==> config.mk <==
export PLATFORM = sky130hd
export DESIGN_NAME = phy_rx_link_ctrl
export DESIGN_NICKNAME = d
export VERILOG_FILES = /design/src/rtl/phy_rx_link_ctrl.sv
export SDC_FILE = /design/constraint.sdc
export NUM_CORES = 1
export LEC_CHECK = 0
export CAP_MARGIN = 20
export CORE_MARGIN = 2
export CORE_UTILIZATION = 47
export CTS_BUF_LIST = sky130_fd_sc_hd__clkbuf_4 sky130_fd_sc_hd__clkbuf_8 sky130_fd_sc_hd__clkbuf_16
export DETAILED_ROUTE_END_ITERATION = 8
export HOLD_SLACK_MARGIN = 0.1
export PLACE_DENSITY = 0.74
export SYNTH_ARGS = -nofsm -noshare
export SYNTH_HDL_FRONTEND = slang
export SYNTH_SLANG_ARGS = --single-unit
==> constraint.sdc <==
create_clock -name clk_f -period 2.2 [get_ports clk_f]
set_input_delay 0.44 -clock clk_f [delete_from_list [all_inputs] [get_ports clk_f]]
set_output_delay 0.44 -clock clk_f [all_outputs]
set_load 0.02 [all_outputs]
registers.png
Scale bar: 20 um. Other sequential cells in the stronger grey, the rest of the logic in the fainter grey.
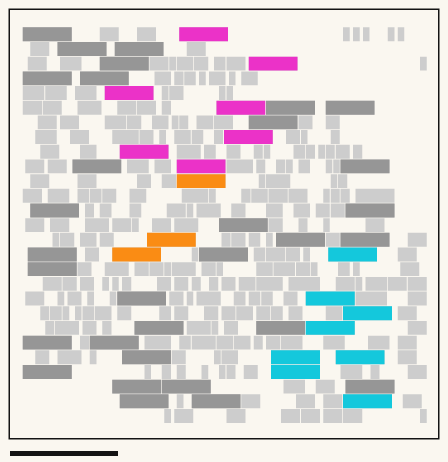
[magenta] `u_lane1.to` | placed flops: 7 | where: north
[cyan] `u_lane0.data_out` | placed flops: 8 | where: south-east
[orange] `u_lane1.bc` | placed flops: 3
not coloured: 31
sequential cell area: 1230 um^2
register share of the cell area: 36.6%
Seq. pwr: 0.000920 W
core utilization of the finished layout: 60.8%

port_nets.png
Scale bar: 20 um.
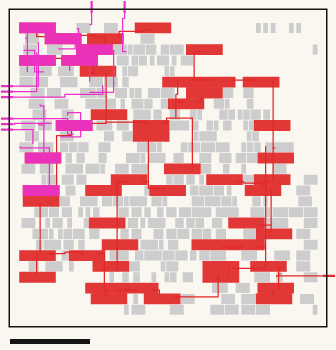
[red] `reset_L` | bits: 1 | direction: input | edge: east | end cells: 49 | buffers: 2 | wire: 381 um
[magenta] `data_out_1` | bits: 8 | direction: output | edge: 6 west, 2 north | end cells: 8 | buffers: 8 | wire: 248 um
Ports: 54
Buffers on Ports: 45

final_placement.png
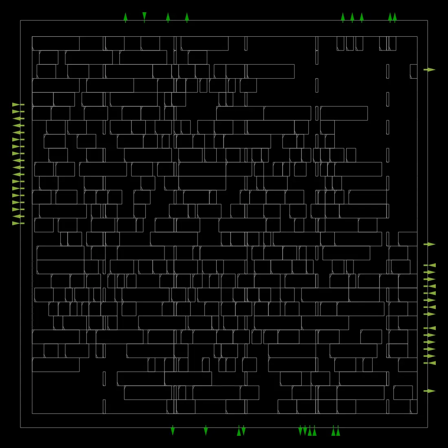
core area: 5510 um^2
non-filler cells in the finished layout: 385
fillcell total: 487

pdn.png
Scale bar: 20 um. Pins as bars on the die edge. Tap cells in grey.
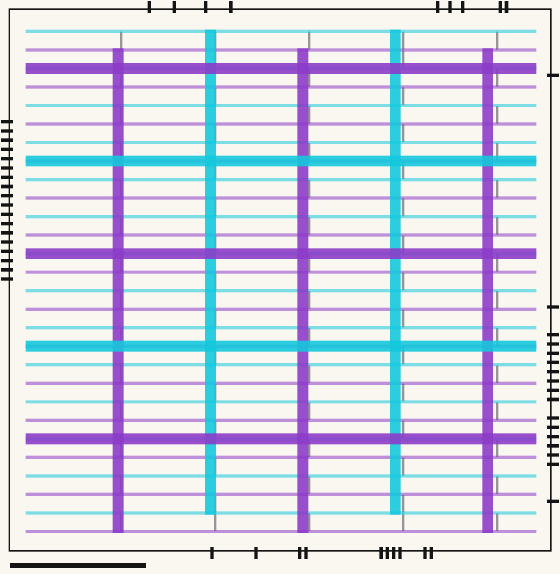
[purple] VSS
[cyan] VDD
met5 straps: 5
rows: 27
tap cells: 72
signal pins: 54
met4 straps: 5
die width: 79.3 um
highest ir drop seen on vdd: 353 uV
Vert. Die Dim: 79.3 um

density.png
Scale bar: 20 um. 8 x 8 tiles, from white (low) to dark blue (high), 0 to 100% covered.
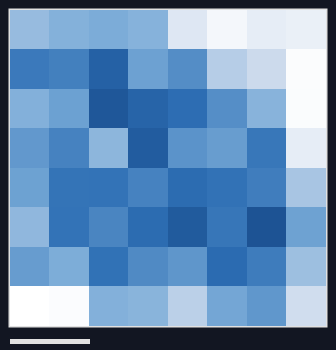
densest ninth of the die: centre
nearly empty tiles: 4.7%
mean over tiles: 52%
tiles over 75% full: 16%
emptiest ninth of the die: north-east
fullest tile: 86%
core utilization at floorplan: 48.4%

==> run_results.csv <==
group,metric,value,unit
drt,met2RoutedLength,2530,um
setup_path,endpoint_kind,"flip-flop",
run_status,status,"completed",
setup_path,regToRegSetupSlack,280,ps
drt,route.final.wire_length,5310,um
global_routing,first_global_vias,2074,
drt,route.vias.total,2143,
final_layout,layout.buffer.nonclock.area_share,17.1,%
synthesis,synth.ff_latch_count,49,
sta,setup-tns-final,0,ps
final_layout,clk_buf,6,
setup_path,timing.critical_path.arrival,2150,ps
drt,detail_route.wirelength.met1,2460,um
floorplanning,core.rowCount,27,
sta,worst_slack,275,ps
synthesis,yosys_cell_count,254,
power,power-per-cell-area,482,nW/um^2
drt,post_drt_via_cell_ratio,5.57,
sta,worst_pin_slew,532,ps
cts,ctsHtreeMaxLevel,2,
synthesis,yosys.area_share.adder,4.69,%
synthesis,xor_area_share,0.986,%
place,dp.final_hpwl,3990,um
synthesis,post_synth_ao_oa_area_fraction,16.9,%
final_layout,final-clk-cell-share,2.73,%
setup_path,rr_worst_depth,6,
global_routing,grt_pass1_wl,9180,um
floorplanning,die_area,6290,um^2
synthesis,syn-mean-instance-area,10.5,um^2
cts,clkSinkCount,49,
setup_path,critical_path.startpoint_type,"flip-flop",
power,clock_network_power,0.000540,W
sta,timing.final.setup_violations,0,
final_layout,design_area,3350,um^2
final_layout,layout.cells.largest_class,"combinational gates",
power,p_int,0.00122,W
cts,holdBufCountCts,0,
sta,timing.final.crit_period,1920,ps
cts,clock_tree_buf_depth,2,
cts,clk_latency,300,ps
cts,root_buffer,"sky130_fd_sc_hd__clkbuf_8",
synthesis,netlist.area_leader.share,46.0,%
synthesis,enable_flop_cells,0,
final_layout,final_common_cell,"sky130_fd_sc_hd__dfrtp_1",
synthesis,synth.distinct_cells,57,
setup_path,worst_path_dominant_cell_family,"simple AND/OR/NAND/NOR gates",
global_routing,overflow,0,
synthesis,post_synth_mux_area_share,6.29,%
global_routing,groute.layer.met1.usage,23.2,%
synthesis,asyncSetResetFlopFracSynth,100,%
drt,wl_per_cell,13.8,um
drt,drt_pre_antenna_iters,6,
run,warnings,28,
synthesis,synthDominantAreaCellType,"sky130_fd_sc_hd__dfrtp_1",
power,leakagePower,1.50,nW
min_path,min-delay-path-class,"in2async",
power,clock_power_share,33.5,%
power,seq_power_share,57.0,%
power,fin_total_pwr,0.00161,W
sta,fmax,0.520,GHz
final_layout,final_layout_size_suffix_gt1_share,15.0,%
drt,highest-signal-layer,"met4",
synthesis,syn_area,2670,um^2
synthesis,post_synth_main_area_contributors,"sky130_fd_sc_hd__dfrtp_1, sky130_fd_sc_hd__mux2_2, sky130_fd_sc_hd__ha_1",
drt,initialDrtViolationCount,92,
cts,clock_transition_at_the_registers_of_the_reported_paths,90,ps
drt,antenna_left,0,
synthesis,postSynthCellCount,254,
global_routing,gr-usage-met2,30.6,%
sta,timing.final.crit_share,87.5,%
power,switching_share,24.6,%
run,timing.max_cap.violations,0,
setup_path,cp.depth,6,
place,preCtsSetupSlack,13.6,ps
sta,max-slew-margin-rel,64.5,%
setup_path,worst_ep_required_time,2430,ps
final_layout,combAreaFraction,38.9,%
final_layout,number_of_antenna_repair_diodes,0,
synthesis,register_area_share_after_synthesis,46.0,%
sta,skew,6.23,ps
power,leading_power_group,"sequential cells",
sta,unrepaired_setup_endpoints_after_global_routing,"no",
global_routing,grt_busiest_layer,"met2",
setup_path,cp_slowest_cell,"sky130_fd_sc_hd__or4b_1",
place,globalplace.congestion,0.778,
Power is estimated from default activity; no workload was simulated.
